--- src/rtl/ahfp_pkg.sv ---
// Shared opcodes, state encoding and float constants for the add/sub custom-instruction front end.
package ahfp_pkg;

  localparam logic [1:0] OP_ADD = 2'd0;
  localparam logic [1:0] OP_SUB = 2'd1;
  localparam logic [1:0] OP_ACC = 2'd2;
  localparam logic [1:0] OP_CLR = 2'd3;

  typedef enum logic [1:0] {
    ST_IDLE = 2'd0,
    ST_WAIT = 2'd1,
    ST_DONE = 2'd2
  } state_t;

  localparam int          FP_SIGN_BIT = 31;
  localparam logic [31:0] FP_ZERO     = 32'h0000_0000;
  localparam logic [31:0] FP_ONE      = 32'h3F80_0000;
  localparam logic [31:0] FP_TWO      = 32'h4000_0000;
  localparam logic [31:0] FP_THREE    = 32'h4040_0000;

endpackage

--- src/rtl/ahfp_lat_counter.sv ---
// Loadable down-counter timing the add/sub pipeline latency.
// expired rises once the count has run down past 1, i.e. the cycle after the last tick.
module ahfp_lat_counter #(
  parameter int LATENCY = 7
) (
  input  logic clk,
  input  logic reset,
  input  logic load,
  input  logic en,
  output logic expired
);

  localparam int CW = $clog2(LATENCY + 1);

  logic [CW-1:0] count;

  // Counting stops at zero so a stale WAIT can never wrap around.
  always_ff @(posedge clk or posedge reset) begin
    if (reset) begin
      count <= '0;
    end else if (load) begin
      count <= CW'(LATENCY);
    end else if (en && (count != '0)) begin
      count <= count - 1'b1;
    end
  end

  assign expired = (count == '0);

endmodule

--- src/rtl/ahfp_ci_seq.sv ---
// Multicycle custom-instruction sequencer feeding the add/sub pipeline, with a running-sum
// accumulator that reuses the same add path.
module ahfp_ci_seq
  import ahfp_pkg::*;
#(
  parameter int LATENCY = 7,
  parameter int WIDTH   = 32
) (
  input  logic             clk,
  input  logic             reset,
  input  logic             clk_en,
  input  logic             start,
  input  logic [1:0]       n,
  input  logic [WIDTH-1:0] dataa,
  input  logic [WIDTH-1:0] datab,
  output logic [WIDTH-1:0] result,
  output logic             done,
  output logic             busy,
  output logic [WIDTH-1:0] fp_a,
  output logic [WIDTH-1:0] fp_b,
  input  logic [WIDTH-1:0] fp_res
);

  state_t           state;
  logic [1:0]       op_q;
  logic [WIDTH-1:0] acc;
  logic             accept;
  logic             cnt_load;
  logic             cnt_expired;

  assign accept   = (state == ST_IDLE) && start && clk_en;
  assign cnt_load = accept && (n != OP_CLR);

  ahfp_lat_counter #(
    .LATENCY (LATENCY)
  ) u_lat_counter (
    .clk     (clk),
    .reset   (reset),
    .load    (cnt_load),
    .en      (state == ST_WAIT),
    .expired (cnt_expired)
  );

  // The WAIT state ignores clk_en on purpose: the downstream pipeline free-runs, so the
  // result must be captured on the exact cycle it emerges.
  always_ff @(posedge clk or posedge reset) begin
    if (reset) begin
      state  <= ST_IDLE;
      op_q   <= OP_ADD;
      result <= '0;
      fp_a   <= '0;
      fp_b   <= '0;
      acc    <= '0;
      done   <= 1'b0;
      busy   <= 1'b0;
    end else begin
      case (state)
        ST_IDLE: begin
          if (accept) begin
            op_q <= n;
            busy <= 1'b1;
            case (n)
              OP_ADD: begin
                fp_a  <= dataa;
                fp_b  <= datab;
                state <= ST_WAIT;
              end
              OP_SUB: begin
                fp_a  <= dataa;
                fp_b  <= {~datab[WIDTH-1], datab[WIDTH-2:0]};
                state <= ST_WAIT;
              end
              OP_ACC: begin
                fp_a  <= acc;
                fp_b  <= dataa;
                state <= ST_WAIT;
              end
              OP_CLR: begin
                result <= acc;
                acc    <= '0;
                done   <= 1'b1;
                state  <= ST_DONE;
              end
            endcase
          end
        end
        ST_WAIT: begin
          if (cnt_expired) begin
            result <= fp_res;
            if (op_q == OP_ACC) begin
              acc <= fp_res;
            end
            done  <= 1'b1;
            state <= ST_DONE;
          end
        end
        ST_DONE: begin
          if (clk_en) begin
            done  <= 1'b0;
            busy  <= 1'b0;
            state <= ST_IDLE;
          end
        end
        default: begin
          done  <= 1'b0;
          busy  <= 1'b0;
          state <= ST_IDLE;
        end
      endcase
    end
  end

endmodule

--- config.mk ---
export PLATFORM = sky130hd
export DESIGN_NAME = ahfp_ci_seq
export DESIGN_NICKNAME = d
export VERILOG_FILES = /design/src/rtl/ahfp_pkg.sv /design/src/rtl/ahfp_lat_counter.sv /design/src/rtl/ahfp_ci_seq.sv
export SDC_FILE = /design/constraint.sdc
export NUM_CORES = 1
export LEC_CHECK = 0
export ABC_AREA = 0
export CORE_MARGIN = 4
export CORE_UTILIZATION = 51
export CTS_CLUSTER_SIZE = 16
export DETAILED_ROUTE_END_ITERATION = 8
export GPL_TIMING_DRIVEN = 0
export HOLD_SLACK_MARGIN = 0.1
export PLACE_DENSITY = 0.86
export SLEW_MARGIN = 30
export SYNTH_ARGS = -nofsm -noshare
export SYNTH_HDL_FRONTEND = slang
export SYNTH_HIERARCHICAL = 1
export SYNTH_SLANG_ARGS = --single-unit
--- constraint.sdc ---
create_clock -name clk -period 9.5 [get_ports clk]
set_input_delay 1.9 -clock clk [delete_from_list [all_inputs] [get_ports clk]]
set_output_delay 1.9 -clock clk [all_outputs]
set_load 0.1 [all_outputs]
Floorplan with the power grid:
Scale bar: 20 um. Pins as bars on the die edge. Tap cells in gray.
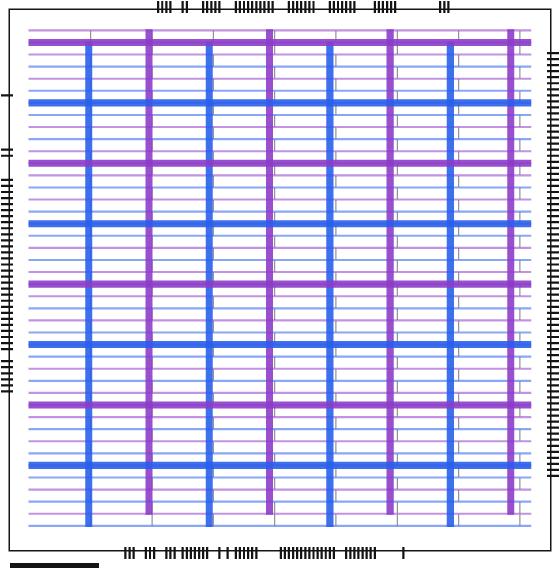
net	color
VSS	blue
VDD	purple
met4 straps	8
rows	41
met5 straps	8
signal pins	200
met1 rails	42

Cells colored by class:
Scale bar: 20 um.
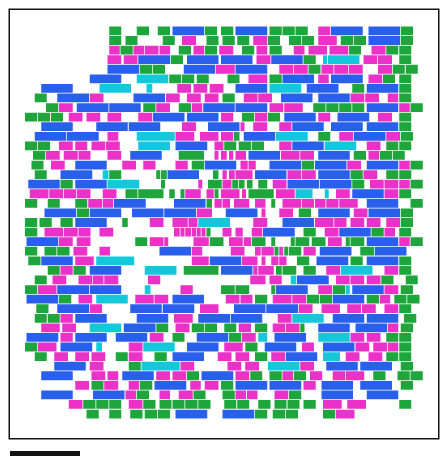
class	color	cells	share of their area
clock drivers and dummy loads	cyan	31	6.4%
other buffers and delay cells	green	236	25%
flops	blue	137	37%
all other logic	magenta	274	31%
number of cell rows: 41
area inside the core boundary: 0.0126 mm2
final design utilization: 74.5%
proportion of cell area occupied by registers: 36.5%
final design area excluding fillers: 0.00940 mm2

==> impl_results.html <==
<h2>Synthesis and place &amp; route</h2>
<table>
<tr><th>Metric</th><th>Value</th></tr>
<tr><th colspan="2">Status</th></tr>
<tr><td>Result of the run</td><td>finished, final reports clean</td></tr>
<tr><th colspan="2">Clocking</th></tr>
<tr><td>Gates resized, CTS repair</td><td>0</td></tr>
<tr><td>Count of hold-fix buffers inserted at cts</td><td>0</td></tr>
<tr><td>Max clock buf depth</td><td>2</td></tr>
<tr><td>Clock transition at the registers of the reported paths</td><td>0.06 ns</td></tr>
<tr><td>Post-CTS Setup Bufs</td><td>0</td></tr>
<tr><td>Latest clock arrival within the worst-skew pair</td><td>0.42 ns</td></tr>
<tr><td>Total number of H-tree levels</td><td>4</td></tr>
<tr><td>Clock tree from TritonCTS</td><td>yes</td></tr>
<tr><td>Number of buffers added by the clock tree synthesis step</td><td>17</td></tr>
<tr><th colspan="2">Final layout</th></tr>
<tr><td>Fill cell count</td><td>835</td></tr>
<tr><td>Number of inserted diodes</td><td>0</td></tr>
<tr><td>Footprint of the flip-flops and latches</td><td>0.00343 mm2</td></tr>
<tr><th colspan="2">Placement</th></tr>
<tr><td>Post-place instance area</td><td>0.00882 mm2</td></tr>
<tr><td>Detailed-placement wirelength estimate</td><td>13000 um</td></tr>
<tr><td>Final GP Congestion</td><td>0.788</td></tr>
<tr><th colspan="2">Setup path</th></tr>
<tr><td>Maximum single-stage delay on the critical path</td><td>1.18 ns</td></tr>
<tr><td>Critical path capture point type</td><td>output port</td></tr>
<tr><td>Critical Path AT</td><td>1.97 ns</td></tr>
<tr><td>Type of the worst setup path</td><td>flop to output port</td></tr>
<tr><th colspan="2">Synth</th></tr>
<tr><td>Synth cell types</td><td>36</td></tr>
<tr><td>Cell count in the Yosys report</td><td>447</td></tr>
<tr><td>Most used flip-flop cell</td><td>sky130_fd_sc_hd__dfrtp_1</td></tr>
<tr><th colspan="2">Drt</th></tr>
<tr><td>WL per Instance</td><td>21.5 um</td></tr>
<tr><td>Number of optimization iterations in the first detailed-route pass</td><td>5</td></tr>
<tr><td>Via count of the routed design</td><td>4762</td></tr>
<tr><th colspan="2">STA</th></tr>
<tr><td>Summed negative setup slack over all endpoints</td><td>0 ns</td></tr>
<tr><td>Remaining max-slew budget at the tightest pin</td><td>31.0%</td></tr>
<tr><td>Unrepaired setup endpoints after global routing</td><td>false</td></tr>
<tr><th colspan="2">Floorplanning</th></tr>
<tr><td>Fp util</td><td>52.1%</td></tr>
<tr><td>Horiz. Die Dim</td><td>122 um</td></tr>
<tr><th colspan="2">Hold path</th></tr>
<tr><td>Worst Hold Path Cells</td><td>1</td></tr>
<tr><th colspan="2">Global route</th></tr>
<tr><td>All-Layer GR Usage</td><td>25.2%</td></tr>
</table>
Clock network drawn from the DEF:
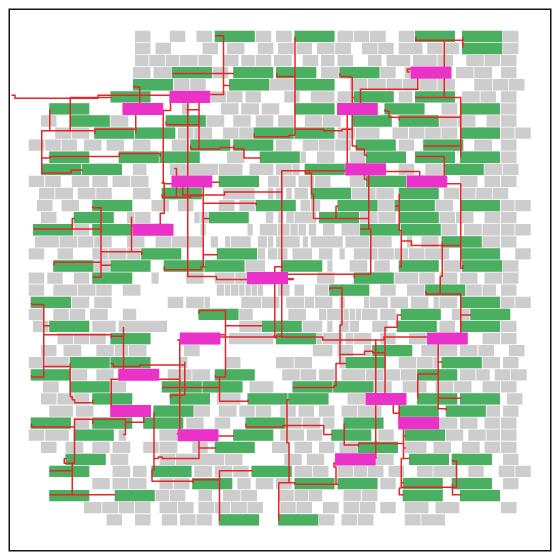
[clock wires] red | length: 1720 um
[cells driving clock nets] magenta | count: 17
[flip-flops] green | count: 137
flops lie	all over the die
routed clock nets	18
post-route clock skew: 0.00599 ns

stage by stage:
| step | util (%) | worst slack, ns | instances |
|---|---|---|---|
| 2_1_floorplan | - | 4.02 | 447 |
| 6_report | 74.5 | 5.63 | 850 |
| 3_5_place_dp | 69.9 | 5.32 | 819 |
| 5_1_grt | 74.5 | 5.59 | 850 |
| 3_3_place_gp | 69.6 | 2.22 | 818 |
| 4_1_cts | 74.5 | 5.62 | 850 |
layer usage:
metal | vias up | wire (um) | GRT usage (%) | share of wire, %
li1 | 2121 | - | - | -
met1 | 2433 | 7570 | 31.6 | 41
met2 | 176 | 9100 | 42.5 | 50
met3 | 32 | 1200 | 6.87 | 6.6
met4 | 0 | 367 | 8.54 | 2.0
met5 | - | 0 | 0 | 0
worst max path at each step:
stage                from    endpoint  cells after the start
2_1_floorplan       reset      acc[0]                      1
3_3_place_gp        reset    fp_a[21]                      2
3_5_place_dp         n[0]    fp_a[21]                      7
4_1_cts              busy        busy                      1
5_1_grt              done        done                      1
6_report       result[31]  result[31]                      1
flip-flops by register name (all words and copies together), names as in the netlist:
register	count
fp_a	32
fp_b	32
op_q	2
u_lat_counter/count	3
busy	1
done	1
state	2
result	32
acc	32
layout by cell type (no fill, tap or decap), types with 2 or more instances in the layout:
cell / n
sky130_fd_sc_hd__nor2b_1: 4
sky130_fd_sc_hd__clkdlybuf4s50_1: 198
sky130_fd_sc_hd__clkinv_2: 5
sky130_fd_sc_hd__mux2_4: 29
sky130_fd_sc_hd__buf_12: 3
sky130_fd_sc_hd__clkbuf_8: 2
sky130_fd_sc_hd__mux2_1: 2
sky130_fd_sc_hd__a32o_1: 32
sky130_fd_sc_hd__o2bb2ai_1: 2
sky130_fd_sc_hd__a21oi_1: 4
sky130_fd_sc_hd__dfrtp_1: 137
sky130_fd_sc_hd__ha_1: 5
sky130_fd_sc_hd__clkbuf_1: 15
sky130_fd_sc_hd__inv_1: 9
sky130_fd_sc_hd__a22o_1: 31
sky130_fd_sc_hd__bufinv_16: 3
sky130_fd_sc_hd__and4bb_2: 3
sky130_fd_sc_hd__clkbuf_16: 17
sky130_fd_sc_hd__buf_6: 10
sky130_fd_sc_hd__buf_2: 10
sky130_fd_sc_hd__nor2_1: 3
sky130_fd_sc_hd__nand2_1: 3
sky130_fd_sc_hd__mux2_2: 130
area by class of cell:
type                    instances  area share (%)
multi-input cells             263            30.1
well taps                     172            2.29
plain buffers                  36            2.92
repair buffers                200            21.4
flip-flops and latches        137            36.5
clock inverters                 9            1.30
inverters                      11           0.546
clock buffers                  22            4.94
kinds of logic (layout without fill, tap and decap cells):
group | count (synthesis) | in the layout | synth area share [%]
mux | 161 | 161 | 29.2
flops | 137 | 137 | 52.1
compound gates | 76 | 76 | 10.5
simple gates | 21 | 21 | 2.32
fa+ha+maj | 5 | 5 | 0.951
buf+inv | 47 | 278 | 4.83
